### Placement view, run 1

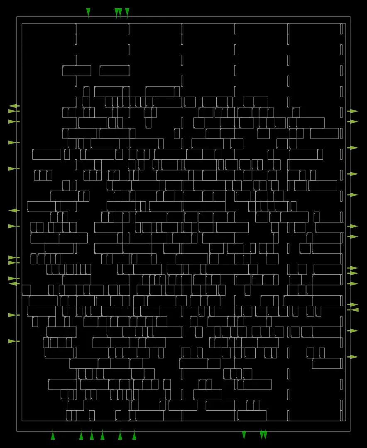
### Cells coloured by class, run 1

Fill, decap, tap and diode cells in grey.
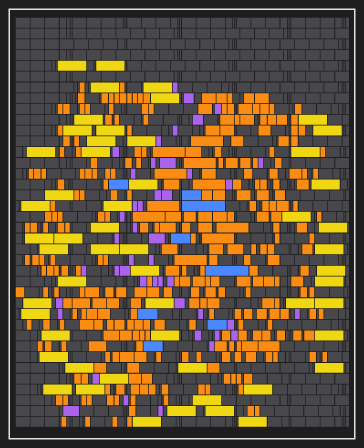
### Wiring heat map, run 1

Bar = 20 µm. 17 x 22 tiles, from black (low) to pale yellow (high), scaled to the fullest tile. Values are wire area over tile area, all layers added.
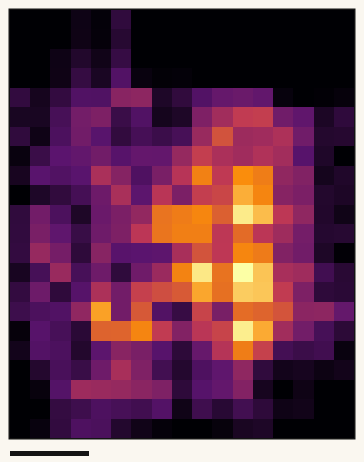
## src/rtl/exp2_pipe.sv

```systemverilog
// Three-stage base-2 exponential: split x into integer/fraction, approximate
// 2^v as 1+v, then barrel-shift by the integer part with saturation.
module exp2_pipe #(
    parameter int unsigned Bf              = 8,
    parameter int unsigned FIX_POINT_WIDTH = 16
) (
    input  logic                       clk,
    input  logic                       rst,
    input  logic                       in_valid,
    output logic                       in_ready,
    input  logic [FIX_POINT_WIDTH-1:0] in_data,
    input  logic                       in_last,
    output logic                       out_valid,
    input  logic                       out_ready,
    output logic [FIX_POINT_WIDTH-1:0] out_data,
    output logic                       out_last
);

    localparam int unsigned W       = FIX_POINT_WIDTH;
    localparam int unsigned UW      = W - Bf;
    localparam int unsigned MW      = Bf + 1;
    localparam int unsigned SW      = $clog2(Bf + 2);
    localparam int          SAT_TH  = int'(W) - 1 - int'(Bf);
    localparam int          ZERO_TH = -(int'(Bf) + 1);
    localparam int          MAX_SH  = int'(Bf) + 1;
    localparam logic [W-1:0] SAT_VAL = {1'b0, {(W-1){1'b1}}};

    logic advance;

    // S1: integer part (floor) and fraction
    logic                 s1_valid;
    logic                 s1_last;
    logic signed [UW-1:0] s1_u;
    logic [Bf-1:0]        s1_v;

    // S2: mantissa, shift amount and range class
    logic                 s2_valid;
    logic                 s2_last;
    logic [MW-1:0]        s2_mant;
    logic [SW-1:0]        s2_shamt;
    logic                 s2_neg;
    logic                 s2_sat;
    logic                 s2_zero;

    int                   u_int;
    int                   u_mag;
    logic [MW-1:0]        mant_c;
    logic [SW-1:0]        shamt_c;
    logic                 sat_c;
    logic                 zero_c;
    logic                 neg_c;
    logic [W-1:0]         res_c;

    // Whole pipe moves as one; an empty output slot never blocks
    assign advance  = !out_valid || out_ready;
    assign in_ready = advance;

    // Classify the integer part coming out of S1
    always_comb begin
        u_int   = int'(s1_u);
        u_mag   = (u_int < 0) ? -u_int : u_int;
        mant_c  = {1'b1, s1_v};
        sat_c   = (u_int >= SAT_TH);
        zero_c  = (u_int <= ZERO_TH);
        neg_c   = s1_u[UW-1];
        shamt_c = (u_mag > MAX_SH) ? SW'(MAX_SH) : SW'(u_mag);
    end

    // Shift and saturate the S2 word; result is never negative
    always_comb begin
        res_c = '0;
        if (s2_sat) begin
            res_c = SAT_VAL;
        end else if (s2_zero) begin
            res_c = '0;
        end else if (!s2_neg) begin
            res_c = W'(s2_mant) << s2_shamt;
        end else begin
            res_c = W'(s2_mant) >> s2_shamt;
        end
    end

    always_ff @(posedge clk) begin
        if (rst) begin
            s1_valid  <= 1'b0;
            s1_last   <= 1'b0;
            s1_u      <= '0;
            s1_v      <= '0;
            s2_valid  <= 1'b0;
            s2_last   <= 1'b0;
            s2_mant   <= '0;
            s2_shamt  <= '0;
            s2_neg    <= 1'b0;
            s2_sat    <= 1'b0;
            s2_zero   <= 1'b0;
            out_valid <= 1'b0;
            out_data  <= '0;
            out_last  <= 1'b0;
        end else if (advance) begin
            s1_valid  <= in_valid;
            s1_last   <= in_last;
            s1_u      <= in_data[W-1:Bf];
            s1_v      <= in_data[Bf-1:0];
            s2_valid  <= s1_valid;
            s2_last   <= s1_last;
            s2_mant   <= mant_c;
            s2_shamt  <= shamt_c;
            s2_neg    <= neg_c;
            s2_sat    <= sat_c;
            s2_zero   <= zero_c;
            out_valid <= s2_valid;
            out_data  <= res_c;
            out_last  <= s2_last;
        end
    end

endmodule
```

## config.mk

```make
export PLATFORM = sky130hd
export DESIGN_NAME = exp2_pipe
export DESIGN_NICKNAME = d
export VERILOG_FILES = /design/src/rtl/exp2_pipe.sv
export SDC_FILE = /design/constraint.sdc
export NUM_CORES = 1
export LEC_CHECK = 0
export CAP_MARGIN = 20
export CORE_ASPECT_RATIO = 1.25
export CORE_UTILIZATION = 36
export DETAILED_ROUTE_END_ITERATION = 6
export DONT_BUFFER_PORTS = 1
export GPL_TIMING_DRIVEN = 0
export SKIP_LAST_GASP = 1
export SYNTH_ARGS = -nofsm -noshare
export SYNTH_HDL_FRONTEND = slang
export SYNTH_SLANG_ARGS = --single-unit
export TNS_END_PERCENT = 20
```

## constraint.sdc

```tcl
create_clock -name clk -period 2.25 [get_ports clk]
set_input_delay 0.45 -clock clk [delete_from_list [all_inputs] [get_ports clk]]
set_output_delay 0.45 -clock clk [all_outputs]
set_load 0.03 [all_outputs]
```

==> deck_impl_summary.md, run 1 <==
Physical Implementation Snapshot

Cells and area
  – Layout net count: roughly 430
  – ANT cells: 0

Synth
  – Asr flop ratio synth: 0
  – Syn_nets: between 400 and 500
  – # Cells Yosys: 403
  – Post-synth EDFFs: 0
  – Leading area contributor after synthesis: dfxtp_1
  – Library cells used by synthesis: ~60
  – Synth top cell by count: nand2_1
  – Mean area per synthesized cell: 8.016 µm²

Hold path
  – Hold Path Class: in2reg

Floorplanning
  – I/O Pins: approximately 40
  – Rows: 38
  – Die Width: between 80 and 90 µm

Critical path
  – CP max-delay cell: a211oi_1
  – Worst Path Required: roughly 2.4 ns
  – Crit start category: flip-flop
  – Crit path top cell by count: buf_4
  – Cell Chain, Critical Path: buf_4 > buf_4 > mux4_2 > mux2_2 > a211oi_1 > nor3_1
  – Worst Setup Path Type: reg2reg
  – Critical Path Fanout Max: 10

Pwr
  – Maximum VDD drop: about 0.35 mV

Route
  – Post-route DRC: 0
  – Via count: approximately 3000
  – Total Wirelength: ~9.5 mm
  – ANT nets after route: 0

Clocking
  – Clock Tree Buf Depth: 2
  – Hold_buf cts: 0
  – CTS Sinks: around 54

Job
  – OpenROAD warnings: 27
  – Max-capacitance violation count: 0

STA
  – Final setup fails: 0
  – Total negative slack: 0 ns
  – Fmax: between 400 and 500 MHz
  – Unrepaired setup endpoints after global routing: no
  – Final min period: between 2 and 2.5 ns
  – Worst setup margin: roughly 0.092 ns

Global routing
  – Grt ovf: 0
  – First-pass GRT wire length: ~15 mm
  – Total track usage: 0.2138
  – Routing usage on met3: 0.02991

Placement
  – DPL Wire Length: 6.940 mm
  – PortBufs: 0
  – Setup WS pre-CTS: 0.08814 ns

Outcome
  – Outcome: complete, no violations
Notes on 'Placement view' above:
Tapcells: 120
core area: 8701 µm²
flop count: 54

Notes on 'Cells coloured by class' above:
[flops] yellow | cells: 54
[combinational and other logic] orange | cells: 305
[clock drivers and dummy loads] blue | cells: 8
[other buffers and delay cells] purple | cells: 44

Notes on 'Wiring heat map' above:
fullest tile: 0.68
densest ninth of the die: centre
tiles over half the peak: 14%
nearly empty tiles: 21%
mean over tiles: 0.17

==> run 1: metrics by stage <==
| step | util | power [W] | cell area, µm² | cells | hold slack (ns) |
|---|---|---|---|---|---|
| after floorplan | - | 0.001462 | 3231 | 403 | 0.4321 |
| after global placement | 0.3886 | 0.001572 | 3381 | 523 | 0.4406 |
| after detailed placement | 0.3886 | 0.001576 | 3381 | 523 | 0.4448 |
| after CTS | 0.4054 | 0.002385 | 3527 | 531 | 0.2575 |
| after global routing | 0.4058 | 0.002481 | 3531 | 531 | 0.2493 |
| final | 0.4058 | 0.002383 | 3531 | 531 | 0.2618 |
==> run 1: registers in the layout, summed over array words and instances (netlist names), 4 cells and up <==
| signal | cells |
|---|---|
| s2_shamt | 4 |
| out_data | 16 |
| s1_u | 8 |
| s1_v | 8 |
| s2_mant | 9 |
==> run 1: worst reg2reg max path: cells and delay by family, from the launching register on <==
kind,cells,cell delay (ns)
muxes,2,0.61
and+or+nand+nor,1,0.08
DFF,1,0.43
AOI/OAI and AO/OA,1,0.49
buffers and inverters,2,0.43
==> run 1: cells by family (layout without fill, tap and decap cells) <==
kind of cell,Yosys count,after routing,share of synthesized area
AOI/OAI and AO/OA,99,99,0.1991
xor gates and xnor gates,1,1,0.002712
adders and majority gates,3,3,0.01084
buffers and inverters,53,61,0.07629
DFF,54,54,0.3346
muxes,32,32,0.1406
and+or+nand+nor,161,161,0.2359
==> run 1: per-layer routing <==
| metal | wire length [µm] | share of wire |
|---|---|---|
| met1 | 4121 | 0.43 |
| met2 | 4448 | 0.47 |
| met3 | 565 | 0.059 |
| met4 | 385 | 0.040 |
| met5 | 0 | 0 |
==> run 1: final timing paths <==
path	from	endpoint	slack, ns	depth (start not counted)
worst min register to register	s1_v[4]	s1_v[4]	0.46	2
worst max register to register	s2_shamt[1]	out_data[1]	0.09	6
worst min-delay path	in_data[8]	s1_u[0]	0.26	2
worst max-delay path	s2_shamt[1]	out_data[1]	0.09	6
==> run 1: cell type report <==
class	instances	area, µm²
multi-input combinational	296	1903
clock buffer	6	82.58
fill	933	5170
tap	120	150.1
clock inverter	2	60.06
buffer	44	220.2
sequential	54	1081
inverter	9	33.78
==> run 1: cells in the final DEF (no fill, tap or decap), drive strengths merged, types with 4 or more instances in the layout <==
cell	netlist	final
buf	17	17
a211oi	10	10
dfxtp	54	54
a21oi	43	43
a31oi	4	4
nand3	6	6
mux2	7	7
nor2	34	34
nor4	4	4
or4	4	4
mux2i	15	15
nor3	14	14
o211ai	5	5
o21ai	8	8
inv	9	9
or3	6	6
mux4	10	10
clkbuf	27	33
nor2b	5	5
nand2	69	69
==> run 1: power breakdown <==
| group | internal [W] | switching, W | total, W |
|---|---|---|---|
| clock | 0.000475 | 0.000345 | 0.000820 |
| sequential | 0.00102 | 0.000100 | 0.00112 |
| combinational | 0.000174 | 0.000268 | 0.000441 |
| total | 0.00167 | 0.000713 | 0.00238 |
==> run 2: changes to the inputs <==
--- a/config.mk
+++ b/config.mk
@@ -6,11 +6,15 @@
 export NUM_CORES = 1
 export LEC_CHECK = 0
 export CAP_MARGIN = 20
+export CELL_PAD_IN_SITES_DETAIL_PLACEMENT = 1
+export CELL_PAD_IN_SITES_GLOBAL_PLACEMENT = 2
 export CORE_ASPECT_RATIO = 1.25
 export CORE_UTILIZATION = 36
+export CTS_CLUSTER_DIAMETER = 40
 export DETAILED_ROUTE_END_ITERATION = 6
 export DONT_BUFFER_PORTS = 1
 export GPL_TIMING_DRIVEN = 0
+export PLACE_DENSITY_LB_ADDON = 0.1
 export SKIP_LAST_GASP = 1
 export SYNTH_ARGS = -nofsm -noshare
 export SYNTH_HDL_FRONTEND = slang
### Sequential cells grouped by signal name, run 2

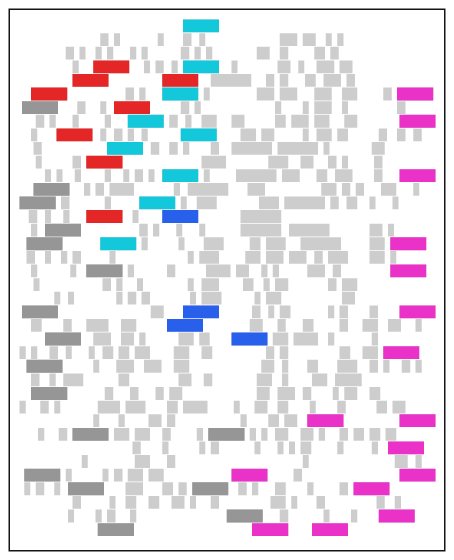
[s2_shamt] blue | placed flops: 4 | where: centre
[s1_v] red | placed flops: 8 | where: north-west
[s2_mant] cyan | placed flops: 9 | where: north
[out_data] magenta | placed flops: 16

### Cells coloured by class, run 2

Fill, decap, tap and diode cells in grey.
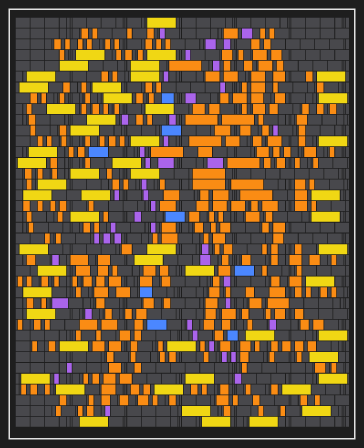
[other buffers and delay cells] purple | cells: 44
[combinational and other logic] orange | cells: 305
[flops] yellow | cells: 54
[clock drivers and dummy loads] blue | cells: 8

### Placement view, run 2

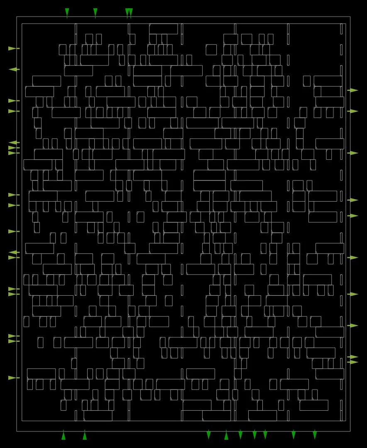
Seq area share: 0.3106
Non-Filler Instances: 531
Layout Utilization: 0.4001
fillers: 1097
Rows: 38

==> deck_impl_summary.md, run 2 <==
Physical Implementation Snapshot

Cells and area
  – Top reg by flops: out_data
  – Commonest Layout Cell: nand2_1
  – ANT cells: 0 (unchanged)
  – Layout net count: 433 (unchanged)
  – Top Layout Cells: 68 x nand2_1, 54 x dfxtp_1, 43 x a21oi_1
  – Flip-flop count of the largest register after layout: 16 (unchanged)
  – Biggest registers after layout: out_data x16, s2_mant x9

Synth
  – Syn_nets: 426 (unchanged)
  – Asr flop ratio synth: 0 (unchanged)
  – Mean area per synthesized cell: 8.016 µm² (unchanged)
  – Synth top cell by count: nand2_1
  – Library cells used by synthesis: 60 (unchanged)

STA
  – Unrepaired setup endpoints after global routing: yes
  – Final setup fails: 0 (unchanged)
  – Total negative slack: 0 ns (unchanged)
  – Fmax: 460.2 MHz (-0.70%)
  – Worst setup margin: 0.07708 ns (-0.01510 ns)

Route
  – Total Wirelength: 10.56 mm (+11%)
  – Post-route DRC: 0 (unchanged)

Clocking
  – CTS Sinks: 54 (unchanged)
  – Clock Tree Buf Depth: 2 (unchanged)

Global routing
  – Grt ovf: 0 (unchanged)
  – First-pass GRT wire length: 16.98 mm (+10%)
  – Total track usage: 0.2408 (+0.02704)

Pwr
  – Maximum VDD drop: 0.4292 mV (+24%)
  – Total Power: 0.002179 W (-8.5%)

Placement
  – DPL Wire Length: 7.801 mm (+12%)
  – PortBufs: 0 (unchanged)

Critical path
  – FF-to-FF Start: s2_shamt[1]
  – RR Endpoint: out_data[1]
  – Worst Setup Path Type: reg2out

Outcome
  – Outcome: complete, no violations

Floorplanning
  – I/O Pins: 40 (unchanged)
  – Core area: 8701 µm² (unchanged)
  – Die Width: 86.73 µm (unchanged)

Job
  – Max-capacitance violation count: 0 (unchanged)
  – OpenROAD warnings: 28 (+3.7%)

Hold path
  – Worst Hold Launch: in_last
  – Hold Path Class: in2reg
  – Hold Crit Endpoint: s1_last
-- run 2: cell counts after synthesis --
No cell type changed its count.
-- run 2: worst max-delay path: stages, from the launching register on --
cell and delay, ns:
dfxtp_1 0.52, nor2b_1 0.18, clkbuf_2 0.23, inv_2 0.14
clkbuf_2 0.32
-- run 2: what timing repair did --
| action | in CTS | in global routing |
|---|---|---|
| endpoints found under the hold margin | 0 | 0 |
| endpoints found under the setup margin | 22 | 23 |
| resized | 2 | 5 |
-- run 2: per-layer routing --
metal / vias to the layer above / track usage / wire length [µm]
li1: 1462 / - / -
met1: 1452 / 0.2795 / 4439
met2: 76 / 0.4257 / 5308
met3: 27 / 0.03988 / 351
met4: 0 / 0.1179 / 460
met5: - / 0 / 0
-- run 2: area by class of cell --
type | count | area, µm² | area share
clock buffer | 5 | 68.82 | 0.01977
inverter | 9 | 33.78 | 0.009705
clock inverter | 3 | 25.02 | 0.007189
sequential | 54 | 1081 | 0.3106
tap | 120 | 150.1 | 0.04313
multi-input combinational | 296 | 1903 | 0.5467
buffer | 44 | 219.0 | 0.06290
-- run 2: power breakdown --
part	internal (W)	leakage [nW]	switching [W]	total [W]
Clock	0.000226	0.0447	0.000382	0.000608
Combinational	0.000174	0.745	0.000276	0.000450
Sequential	0.00102	0.446	0.000100	0.00112
Total	0.00142	1.24	0.000758	0.00218
-- run 2: metrics by stage --
| stage | std cells | utilization | hold slack (ns) | instance area [µm²] |
|---|---|---|---|---|
| floorplan | 403 | - | 0.4321 | 3231 |
| global placement | 523 | 0.3886 | 0.4399 | 3381 |
| detailed placement | 523 | 0.3886 | 0.4460 | 3381 |
| CTS | 531 | 0.3996 | 0.2457 | 3477 |
| global route | 531 | 0.4001 | 0.2359 | 3481 |
| finish | 531 | 0.4001 | 0.2469 | 3481 |
-- run 2: logic make-up (layout without fill, tap and decap cells) --
group                      count (synthesis)  after routing  synth area share
DFF                                       54             54            0.3346
adders and majority gates                  3              3           0.01084
and+or+nand+nor                          161            161            0.2359
muxes                                     32             32            0.1406
AOI/OAI and AO/OA                         99             99            0.1991
xor gates and xnor gates                   1              1          0.002712
buffers and inverters                     53             61           0.07629
-- run 2: how the worst max path moves through the flow --
| stage | startpoint | endpoint | slack, ns | cells after the start |
|---|---|---|---|---|
| after detailed placement | out_valid | s2_mant[6] | -0.01 | 7 |
| final | out_valid | in_ready | 0.08 | 4 |
| after CTS | out_valid | s2_mant[6] | 0.01 | 7 |
| after global placement | out_valid | s2_mant[6] | -0.05 | 7 |
| after floorplan | out_valid | in_ready | 0.50 | 4 |
| after global routing | out_valid | in_ready | -0.02 | 4 |
==> run 3: changes to the inputs <==
--- a/config.mk
+++ b/config.mk
@@ -14,6 +14,7 @@
 export DETAILED_ROUTE_END_ITERATION = 6
 export DONT_BUFFER_PORTS = 1
 export GPL_TIMING_DRIVEN = 0
+export HOLD_SLACK_MARGIN = 0.15
 export PLACE_DENSITY_LB_ADDON = 0.1
 export SKIP_LAST_GASP = 1
 export SYNTH_ARGS = -nofsm -noshare
### Sequential cells grouped by signal name, run 3

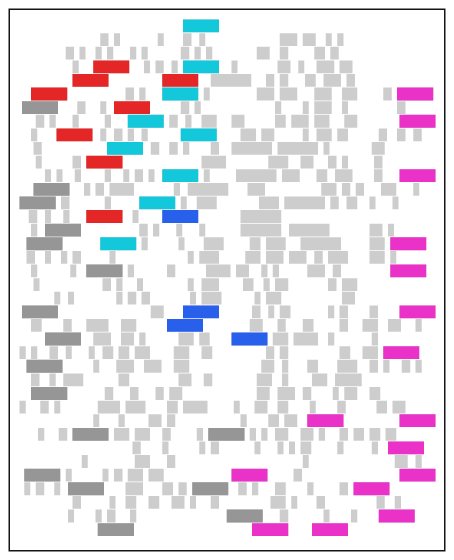
[s2_mant] cyan | placed flops: 9 | where: north
[out_data] magenta | placed flops: 16
[s2_shamt] blue | placed flops: 4 | where: centre
[s1_v] red | placed flops: 8 | where: north-west
not coloured: 17

### Cells coloured by class, run 3

Fill, decap, tap and diode cells in grey.
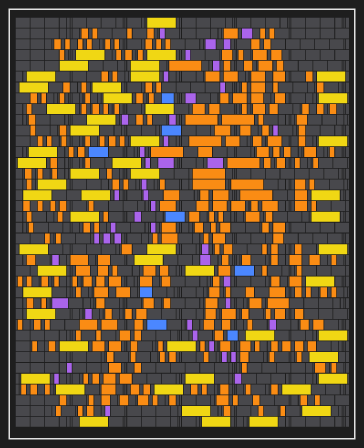
[flops] yellow | cells: 54
[other buffers and delay cells] purple | cells: 44
[clock drivers and dummy loads] blue | cells: 8
[combinational and other logic] orange | cells: 305

### Layout detail, run 3

Bar = 20 µm. Window x 0 to 50, y 2 to 52 µm. Cells in grey, sequential cells in the stronger grey; small squares are vias.
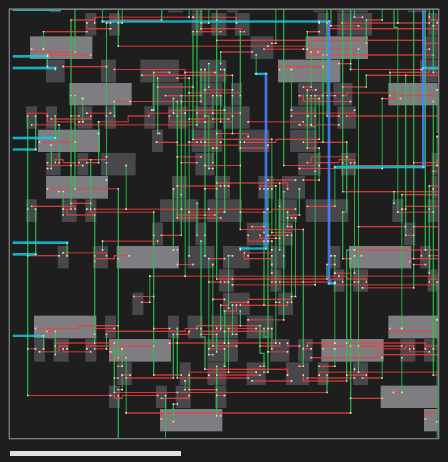
[metal 1] red
[metal 2] green
[metal 4] blue
[metal 3] cyan
most frequent: nand2_1 (18), dfxtp_1 (15), a21oi_1 (12)
cells with their middle in the window: 111
netlist names of flops here include: s1_u (7), s2_shamt (3)
sequential cells in the window: 15

==> deck_impl_summary.md, run 3 <==
Physical Implementation Snapshot

Floorplanning
  – Die Width: 86.73 µm (unchanged)
  – I/O Pins: 40 (unchanged)
  – Core area: 8701 µm² (unchanged)
  – Rows: 38 (unchanged)

Cells and area
  – Layout net count: 433 (unchanged)
  – Top Layout Cells: 68 x nand2_1, 54 x dfxtp_1, 43 x a21oi_1
  – Flip-flop count of the largest register after layout: 16 (unchanged)
  – Top reg by flops: out_data
  – Non-Filler Instances: 531 (unchanged)
  – Layout Utilization: 0.4001 (unchanged)
  – Commonest Layout Cell: nand2_1
  – Fillers: 1097 (unchanged)
  – ANT cells: 0 (unchanged)

Job
  – OpenROAD warnings: 28 (unchanged)
  – Max-capacitance violation count: 0 (unchanged)

Global routing
  – Total track usage: 0.2408 (unchanged)
  – Grt ovf: 0 (unchanged)
  – First-pass GRT wire length: 16.98 mm (unchanged)

Outcome
  – Outcome: complete, no violations

Pwr
  – Total Power: 0.002179 W (unchanged)
  – Maximum VDD drop: 0.4292 mV (unchanged)

Synth
  – Mean area per synthesized cell: 8.016 µm² (unchanged)
  – Synth top cell by count: nand2_1
  – Asr flop ratio synth: 0 (unchanged)
  – Syn_nets: 426 (unchanged)

Hold path
  – Worst Hold Launch: in_last
  – Hold Path Class: in2reg
  – Hold Crit Endpoint: s1_last

Critical path
  – RR Endpoint: out_data[1]
  – FF-to-FF Start: s2_shamt[1]

Placement
  – PortBufs: 0 (unchanged)
  – Placed cells: 523 (unchanged)

Route
  – Post-route DRC: 0 (unchanged)
  – Total Wirelength: 10.56 mm (unchanged)

Clocking
  – Clock Tree Buf Depth: 2 (unchanged)
  – CTS Sinks: 54 (unchanged)

STA
  – Unrepaired setup endpoints after global routing: yes
-- run 3: worst max-delay path by stage --
stage	start	end	slack, ns	cells after the start
finish	out_valid	in_ready	0.08	4
global route	out_valid	in_ready	-0.02	4
CTS	out_valid	s2_mant[6]	0.01	7
detailed placement	out_valid	s2_mant[6]	-0.01	7
global placement	out_valid	s2_mant[6]	-0.05	7
floorplan	out_valid	in_ready	0.50	4
-- run 3: cell families (layout without fill, tap and decap cells) --
group	count (synthesis)	count (layout)	share of synthesized area
flops	54	54	0.3346
mux	32	32	0.1406
buf+inv	53	61	0.07629
simple gates	161	161	0.2359
xor+xnor	1	1	0.002712
compound gates	99	99	0.1991
fa+ha+maj	3	3	0.01084
-- run 3: layout make-up --
class / instances / area, µm² / area share
buffer: 44 / 219.0 / 0.06290
clock buffer: 5 / 68.82 / 0.01977
clock inverter: 3 / 25.02 / 0.007189
inverter: 9 / 33.78 / 0.009705
multi-input combinational: 296 / 1903 / 0.5467
sequential: 54 / 1081 / 0.3106
tap: 120 / 150.1 / 0.04313
-- run 3: what timing repair did --
| action | CTS | global route |
|---|---|---|
| setup buffers | 0 | 0 |
| pin swaps | 0 | 0 |
| hold buffers | 0 | 0 |
| resized | 2 | 5 |
| hold endpoints to repair | 0 | 0 |
| setup endpoints to repair | 22 | 23 |
-- run 3: worst max-delay path: stages, from the launching register on --
cell,delay (ns)
dfxtp_1,0.52
nor2b_1,0.18
clkbuf_2,0.23
inv_2,0.14
clkbuf_2,0.32
-- run 3: routing by layer --
| layer | global-route usage | up-vias | wire length, µm |
|---|---|---|---|
| met4 | 0.1179 | 0 | 460 |
| met5 | 0 | - | 0 |
| li1 | - | 1462 | - |
| met2 | 0.4257 | 76 | 5308 |
| met1 | 0.2795 | 1452 | 4439 |
| met3 | 0.03988 | 27 | 351 |
-- run 3: per-stage QoR --
stage	hold slack [ns]	setup TNS [ns]	cell area, µm²	setup WS [ns]
after floorplan	0.4321	0	3231	0.4979
after global placement	0.4399	-0.2070	3381	-0.04682
after detailed placement	0.4460	-0.05747	3381	-0.01442
after CTS	0.2457	0	3477	0.01078
after global routing	0.2359	-0.01728	3481	-0.01728
final	0.2469	0	3481	0.07708
-- run 3: where the power goes --
group          total [W]  switching [W]  leakage (nW)  internal, W
combinational   0.000450       0.000276         0.745     0.000174
sequential       0.00112       0.000100         0.446      0.00102
clock           0.000608       0.000382        0.0447     0.000226
total            0.00218       0.000758          1.24      0.00142
Power figures rest on the tool's default switching activity, not on a simulated workload.
